<file path="config.mk">
export PLATFORM = sky130hd
export DESIGN_NAME = sha_sched_window_flat
export DESIGN_NICKNAME = d
export VERILOG_FILES = /design/src/rtl/sha_pkg.sv /design/src/rtl/sha_sched_window_if.sv /design/src/rtl/sha_word_reg.sv /design/src/rtl/sha_sched_window.sv /design/src/flat_wrapper.sv
export SDC_FILE = /design/constraint.sdc
export NUM_CORES = 2
export LEC_CHECK = 0
export CAP_MARGIN = 20
export CORE_UTILIZATION = 29
export DETAILED_ROUTE_END_ITERATION = 8
export GPL_TIMING_DRIVEN = 0
export HOLD_SLACK_MARGIN = 0.05
export PLACE_DENSITY_LB_ADDON = 0.3
export SLEW_MARGIN = 10
export SYNTH_ARGS = -nofsm -noshare
export SYNTH_HDL_FRONTEND = slang
export SYNTH_SLANG_ARGS = --single-unit
export TNS_END_PERCENT = 30
</file>
<file path="constraint.sdc">
create_clock -name CLK -period 55.1 [get_ports CLK]
set_input_delay 11.02 -clock CLK [delete_from_list [all_inputs] [get_ports CLK]]
set_output_delay 11.02 -clock CLK [all_outputs]
set_load 0.01 [all_outputs]
</file>
<file path="src/rtl/sha_pkg.sv">
// Shared types and constants for the SHA message-schedule datapath.
package sha_pkg;

  typedef enum logic [1:0] {
    IDLE = 2'd0,
    RUN  = 2'd1,
    DONE = 2'd2
  } sched_state_t;

  localparam int SHA256_WORD_W = 32;
  localparam int SHA256_ROUNDS = 64;
  localparam int SHA512_WORD_W = 64;
  localparam int SHA512_ROUNDS = 80;

  localparam int SCHED_DEPTH   = 16;
  localparam int DEF_TAP_A     = 1;
  localparam int DEF_TAP_B     = 9;
  localparam int DEF_TAP_C     = 14;

endpackage

</file>
<file path="src/rtl/sha_sched_window_if.sv">
// Block-load handshake and round-advance bus between the compression core
// and the message-schedule window.
interface sha_sched_window_if
  import sha_pkg::*;
#(
  parameter int WORD_W = SHA256_WORD_W,
  parameter int DEPTH  = SCHED_DEPTH,
  parameter int ROUNDS = SHA256_ROUNDS
) ();

  localparam int RW = $clog2(ROUNDS);

  logic                      clr;
  logic                      blk_valid;
  logic                      blk_ready;
  logic [WORD_W*DEPTH-1:0]   blk_data;
  logic                      adv;
  logic [WORD_W-1:0]         next_w;
  logic                      w_valid;
  logic [WORD_W-1:0]         w_out;
  logic [WORD_W-1:0]         tap_a;
  logic [WORD_W-1:0]         tap_b;
  logic [WORD_W-1:0]         tap_c;
  logic [RW-1:0]             round;
  logic                      done;

  modport master (
    output clr, blk_valid, blk_data, adv, next_w,
    input  blk_ready, w_valid, w_out, tap_a, tap_b, tap_c, round, done
  );

  modport slave (
    input  clr, blk_valid, blk_data, adv, next_w,
    output blk_ready, w_valid, w_out, tap_a, tap_b, tap_c, round, done
  );

endinterface

</file>
<file path="src/rtl/sha_word_reg.sv">
// One schedule-window word: loads from the message block or from the
// neighbouring shift source, otherwise holds.
module sha_word_reg #(
  parameter int WORD_W = 32
) (
  input  logic              CLK,
  input  logic              RST,
  input  logic              load_i,
  input  logic              shift_i,
  input  logic [WORD_W-1:0] load_word_i,
  input  logic [WORD_W-1:0] shift_word_i,
  output logic [WORD_W-1:0] q_o
);

  logic [WORD_W-1:0] q_q;
  logic [WORD_W-1:0] q_d;

  // Load mux: a block load wins over a shift; the two never coincide anyway.
  always_comb begin
    q_d = q_q;
    if (load_i) begin
      q_d = load_word_i;
    end else if (shift_i) begin
      q_d = shift_word_i;
    end else begin
      q_d = q_q;
    end
  end

  always_ff @(posedge CLK or posedge RST) begin
    if (RST) begin
      q_q <= '0;
    end else begin
      q_q <= q_d;
    end
  end

  assign q_o = q_q;

endmodule

</file>
<file path="src/rtl/sha_sched_window.sv">
// DEPTH-word sliding message-schedule window with a round counter; serves
// SHA-256 and SHA-512 depending on WORD_W/ROUNDS.
module sha_sched_window
  import sha_pkg::*;
#(
  parameter int WORD_W = SHA256_WORD_W,
  parameter int DEPTH  = SCHED_DEPTH,
  parameter int ROUNDS = SHA256_ROUNDS,
  parameter int TAP_A  = DEF_TAP_A,
  parameter int TAP_B  = DEF_TAP_B,
  parameter int TAP_C  = DEF_TAP_C
) (
  input  logic              CLK,
  input  logic              RST,
  sha_sched_window_if.slave sched_if
);

  localparam int            RW         = $clog2(ROUNDS);
  localparam logic [RW-1:0] LAST_ROUND = RW'(ROUNDS - 1);

  if ((TAP_A >= DEPTH) || (TAP_B >= DEPTH) || (TAP_C >= DEPTH)) begin : g_tap_chk
    $error("sha_sched_window: every tap index must be below DEPTH");
  end
  if (ROUNDS < DEPTH) begin : g_rounds_chk
    $error("sha_sched_window: ROUNDS must be at least DEPTH");
  end

  sched_state_t      state_q;
  sched_state_t      state_d;
  logic [RW-1:0]     round_q;
  logic [RW-1:0]     round_d;
  logic              load_s;
  logic              shift_s;
  logic [WORD_W-1:0] win_s [DEPTH];

  // clr outranks everything except RST and leaves the window untouched.
  always_comb begin
    state_d = state_q;
    round_d = round_q;
    load_s  = 1'b0;
    shift_s = 1'b0;
    if (sched_if.clr) begin
      state_d = IDLE;
      round_d = '0;
    end else begin
      case (state_q)
        IDLE: begin
          if (sched_if.blk_valid) begin
            load_s  = 1'b1;
            round_d = '0;
            state_d = RUN;
          end else begin
            state_d = IDLE;
          end
        end
        RUN: begin
          if (sched_if.adv) begin
            shift_s = 1'b1;
            if (round_q == LAST_ROUND) begin
              round_d = '0;
              state_d = DONE;
            end else begin
              round_d = round_q + RW'(1);
            end
          end else begin
            state_d = RUN;
          end
        end
        DONE: begin
          state_d = IDLE;
        end
        default: begin
          state_d = IDLE;
          round_d = '0;
        end
      endcase
    end
  end

  always_ff @(posedge CLK or posedge RST) begin
    if (RST) begin
      state_q <= IDLE;
      round_q <= '0;
    end else begin
      state_q <= state_d;
      round_q <= round_d;
    end
  end

  // Word i takes block word i (W0 in the MSBs) on load, its upper neighbour on shift.
  for (genvar i = 0; i < DEPTH; i++) begin : g_win
    logic [WORD_W-1:0] shift_src_s;
    if (i == DEPTH - 1) begin : g_tail
      assign shift_src_s = sched_if.next_w;
    end else begin : g_body
      assign shift_src_s = win_s[i+1];
    end

    sha_word_reg #(
      .WORD_W (WORD_W)
    ) u_word (
      .CLK          (CLK),
      .RST          (RST),
      .load_i       (load_s),
      .shift_i      (shift_s),
      .load_word_i  (sched_if.blk_data[WORD_W*(DEPTH-i)-1 -: WORD_W]),
      .shift_word_i (shift_src_s),
      .q_o          (win_s[i])
    );
  end

  assign sched_if.blk_ready = (state_q == IDLE);
  assign sched_if.w_valid   = (state_q == RUN);
  assign sched_if.done      = (state_q == DONE);
  assign sched_if.round     = round_q;
  assign sched_if.w_out     = win_s[0];
  assign sched_if.tap_a     = win_s[TAP_A];
  assign sched_if.tap_b     = win_s[TAP_B];
  assign sched_if.tap_c     = win_s[TAP_C];

endmodule

</file>
<file path="src/flat_wrapper.sv">
// flat-port wrapper written by rule: the top's interface ports become plain ports
module sha_sched_window_flat import sha_pkg::*;
#(
  parameter int WORD_W = SHA256_WORD_W,
  parameter int DEPTH  = SCHED_DEPTH,
  parameter int ROUNDS = SHA256_ROUNDS,
  parameter int TAP_A  = DEF_TAP_A,
  parameter int TAP_B  = DEF_TAP_B,
  parameter int TAP_C  = DEF_TAP_C
)
  (CLK, RST, sched_if_clr, sched_if_blk_valid, sched_if_blk_data, sched_if_adv, sched_if_next_w, sched_if_blk_ready, sched_if_w_valid, sched_if_w_out, sched_if_tap_a, sched_if_tap_b, sched_if_tap_c, sched_if_round, sched_if_done);
  sha_sched_window_if #(.WORD_W(WORD_W), .DEPTH(DEPTH), .ROUNDS(ROUNDS)) sched_if_i ();
  input  logic CLK;
  input  logic RST;
  input wire logic [$bits(sched_if_i.clr)-1:0] sched_if_clr;
  input wire logic [$bits(sched_if_i.blk_valid)-1:0] sched_if_blk_valid;
  input wire logic [$bits(sched_if_i.blk_data)-1:0] sched_if_blk_data;
  input wire logic [$bits(sched_if_i.adv)-1:0] sched_if_adv;
  input wire logic [$bits(sched_if_i.next_w)-1:0] sched_if_next_w;
  output wire logic [$bits(sched_if_i.blk_ready)-1:0] sched_if_blk_ready;
  output wire logic [$bits(sched_if_i.w_valid)-1:0] sched_if_w_valid;
  output wire logic [$bits(sched_if_i.w_out)-1:0] sched_if_w_out;
  output wire logic [$bits(sched_if_i.tap_a)-1:0] sched_if_tap_a;
  output wire logic [$bits(sched_if_i.tap_b)-1:0] sched_if_tap_b;
  output wire logic [$bits(sched_if_i.tap_c)-1:0] sched_if_tap_c;
  output wire logic [$bits(sched_if_i.round)-1:0] sched_if_round;
  output wire logic [$bits(sched_if_i.done)-1:0] sched_if_done;
  assign sched_if_i.clr = sched_if_clr;
  assign sched_if_i.blk_valid = sched_if_blk_valid;
  assign sched_if_i.blk_data = sched_if_blk_data;
  assign sched_if_i.adv = sched_if_adv;
  assign sched_if_i.next_w = sched_if_next_w;
  assign sched_if_blk_ready = sched_if_i.blk_ready;
  assign sched_if_w_valid = sched_if_i.w_valid;
  assign sched_if_w_out = sched_if_i.w_out;
  assign sched_if_tap_a = sched_if_i.tap_a;
  assign sched_if_tap_b = sched_if_i.tap_b;
  assign sched_if_tap_c = sched_if_i.tap_c;
  assign sched_if_round = sched_if_i.round;
  assign sched_if_done = sched_if_i.done;
  sha_sched_window #(.WORD_W(WORD_W), .DEPTH(DEPTH), .ROUNDS(ROUNDS), .TAP_A(TAP_A), .TAP_B(TAP_B), .TAP_C(TAP_C)) u_core (.CLK(CLK), .RST(RST), .sched_if(sched_if_i));
endmodule
</file>
==> Slide: Implementation Results <==
Physical Implementation Snapshot

CTS
  • Latency at later pin: 620 ps
  • Post_cts resized: 0
  • Worst-case clock buffer depth: 3
  • CTS Hold Buffers Added: 0
  • CTS sink count: 520
  • H-tree level count: 2
  • Setup Buffers After CTS: 0

Pwr
  • LEAKAGE: 14.63 nW
  • Overall power: 1.251 mW

Cells and area
  • Fin cells: 4708
  • Nets@finish: 4145
  • Most frequent logic cell in the layout: nand2_1
  • Filler instances: 8137
  • Most common logic cells in the final layout: nand2_1, clkdlybuf4s50_1, dfrtp_1
  • Layout cells sized above 1: 0.07935

Worst setup path
  • Most frequent CP cell: buf_2
  • Crit end category: flop
  • Slowest-stage cell, CP: clkbuf_1
  • Worst path cell trace: clkdlybuf4s50_1, nand3b_1, buf_2, buf_2, clkbuf_1, nand2_1, a31oi_1
  • R2R Path End: u_core.g_win[0].u_word.q_o[0]$_DFFE_PP0P_
  • CP required: 55630 ps
  • Reg2Reg Setup Slack: 52330 ps
  • CP Launch Type: input pin

Detailed routing
  • Routed vias/inst: 4.919
  • Initial DRC count: 1432
  • DRT Pass-1 Iters: 7

Timing
  • Peak Freq: 0.07643 GHz
  • Worst Hold Slack: 526.8 ps
  • Final hold viol count: 0
  • Actual slew at the worst max-slew pin: 946.2 ps
  • RSZ-0062 raised after global routing: no

Logic synthesis
  • Post-Syn Area: 0.02347 sq mm
  • # Cells Yosys: 2844
  • Cell count after synthesis: 2844
  • Seq share, synth: 0.5544

Global routing
  • Initial antenna violation count: 32
  • GRT overflow: 0
  • Vias in the first global route: 23.61k

Placement
  • RePlAce Congestion: 0.9143
  • Cells after DPL: 4584

Worst hold path
  • Hold Crit Endpoint: u_core.sched_if.round[4]$_DFFE_PP0P_
  • Hold path depth: 1

Outcome
  • Status: completed

Die
  • I/O pin total: 686
## where the power goes
group / internal [mW] / switching, mW / total (mW)
clock network: 0.228 / 0.166 / 0.394
logic: 0.150 / 0.152 / 0.301
registers: 0.476 / 0.0801 / 0.556
## worst max-delay path by stage
stage | startpoint | to | cells after the start
after detailed placement | sched_if_adv | u_core.g_win[15].u_word.q_o[10]$_DFFE_PP0P_ | 8
after floorplan | RST | u_core.g_win[0].u_word.q_o[0]$_DFFE_PP0P_ | 1
final | sched_if_blk_valid | u_core.g_win[0].u_word.q_o[0]$_DFFE_PP0P_ | 7
after global placement | RST | u_core.g_win[10].u_word.q_o[6]$_DFFE_PP0P_ | 2
after global routing | sched_if_adv | u_core.g_win[15].u_word.q_o[9]$_DFFE_PP0P_ | 8
after CTS | sched_if_adv | u_core.g_win[15].u_word.q_o[10]$_DFFE_PP0P_ | 8
## registers in the layout, indices dropped and copies added (netlist names)
register / cells
u_core.state_q: 2
u_core.sched_if.round: 6
u_core.g_win.u_word.q_o: 512
## routing by layer
layer	wire length (um)	vias to the layer above	GRT usage
met4	3041	32	0.08075
met3	8137	168	0.06733
met2	52040	819	0.4402
li1	-	11040	-
met5	201	-	0
met1	41250	11100	0.2941
## layout make-up
type,instances,share of cell area
Buffer,230,0.03541
Sequential cell,520,0.3856
Inverter,2,0.0004450
Tap cell,1050,0.03893
Multi-Input combinational cell,2092,0.2744
Clock buffer,89,0.05191
Clock inverter,19,0.004820
Antenna cell,16,0.001187
Timing Repair Buffer,690,0.2073
## cell families (layout without fill, tap and decap cells)
logic type,Yosys count,in the layout,share of synthesized area
adder cells (fa/ha/maj),1,1,0.0005330
other,0,16,0
AND-OR/OR-AND,524,524,0.1403
flip-flops,520,520,0.5544
AND/OR/NAND/NOR,1566,1566,0.2531
buffers and inverters,232,1030,0.05123
multiplexers,1,1,0.0004265
## synth_stat cells (all sizes together)
cell type and n:
nand3b 1, clkbuf 39, o32ai 1, nand3 4, o31ai 2, o2bb2ai 1, or3b 1, nor2 519
o21bai 1, and3 3, a32oi 1, dfrtp 520, buf 191, nor3b 1, nor3 2, inv 2
mux2i 1, nand2 1029, nand4b 1, a31oi 513, a21o 1, o21ai 4, or3 1, nor2b 3
ha 1, nor4b 1
## critical path, delay by kind of cell
kind | cells | cell delay (ps)
buffers and inverters | 4 | 2120
and+or+nand+nor | 2 | 250
AOI/OAI and AO/OA | 1 | 200
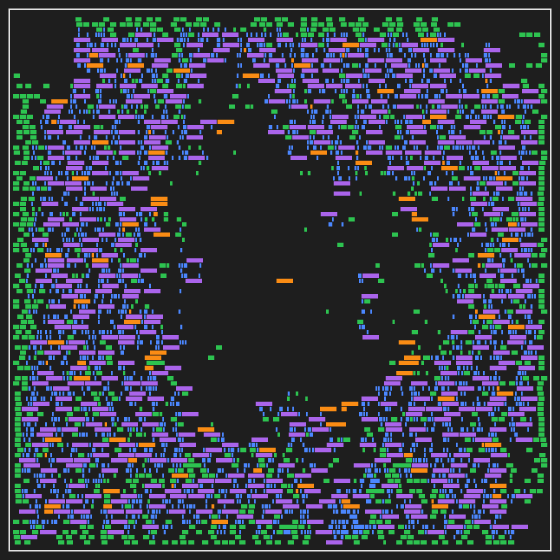
**Above:** cells coloured by class.
Key: remaining logic cells = blue [cells 2094, share of their area 29%]; remaining buffers and delay cells = green [cells 920, share of their area 25%]; clock drivers and dummy loads = orange [cells 108, share of their area 5.9%]; sequential cells = purple [cells 520, share of their area 40%]
FP Rows: 103
core area: 0.07952 sq mm
final core utilization: 0.4244

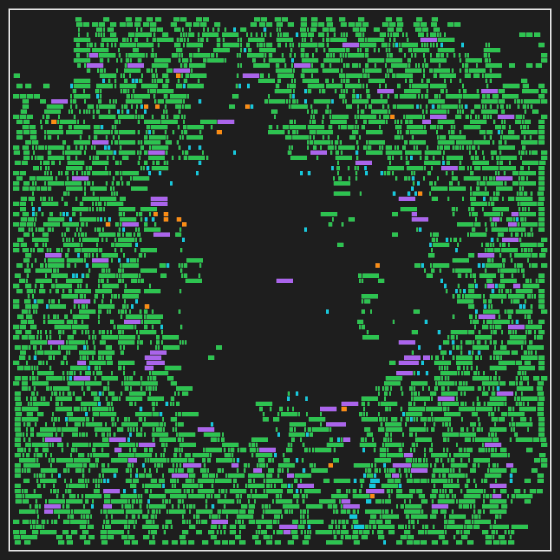
**Above:** cell sizes after repair.
Key: x3 and x4 = orange [cells 19, most used buf_4]; x1 and smaller = green [cells 3353, most used nand2_1]; x6 and larger = purple [cells 93, most used clkbuf_16]; x2 = cyan [cells 177, most used buf_2]
final non-filler cell area: 0.03374 sq mm
Layout area overhead: 43.76%

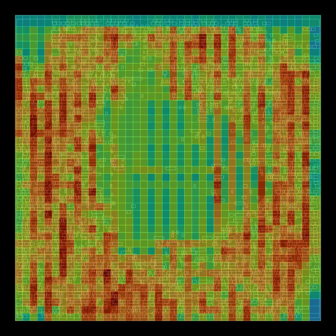
**Above:** congestion heat map.
gr usage total: 0.2504
met3 Usage GRT: 0.06733
grt peak-use layer: met2
met1 Use GR: 0.2941
grt met2 use: 0.4402

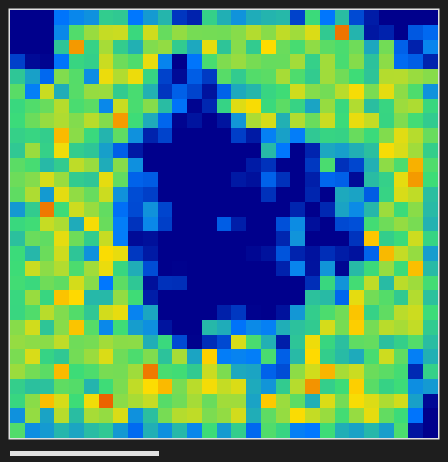
**Above:** cell density map.
Bar = 100 um. The die is cut into 29 by 29 equal tiles; dark blue is low, red is high, 0 to 100% covered.
The fullest tile reaches 89%. 3.2% of the tiles are over 75% full. The emptiest ninth of the die: middle.
Init Core Util: 0.2952

Power and IR drop assume default switching activity.
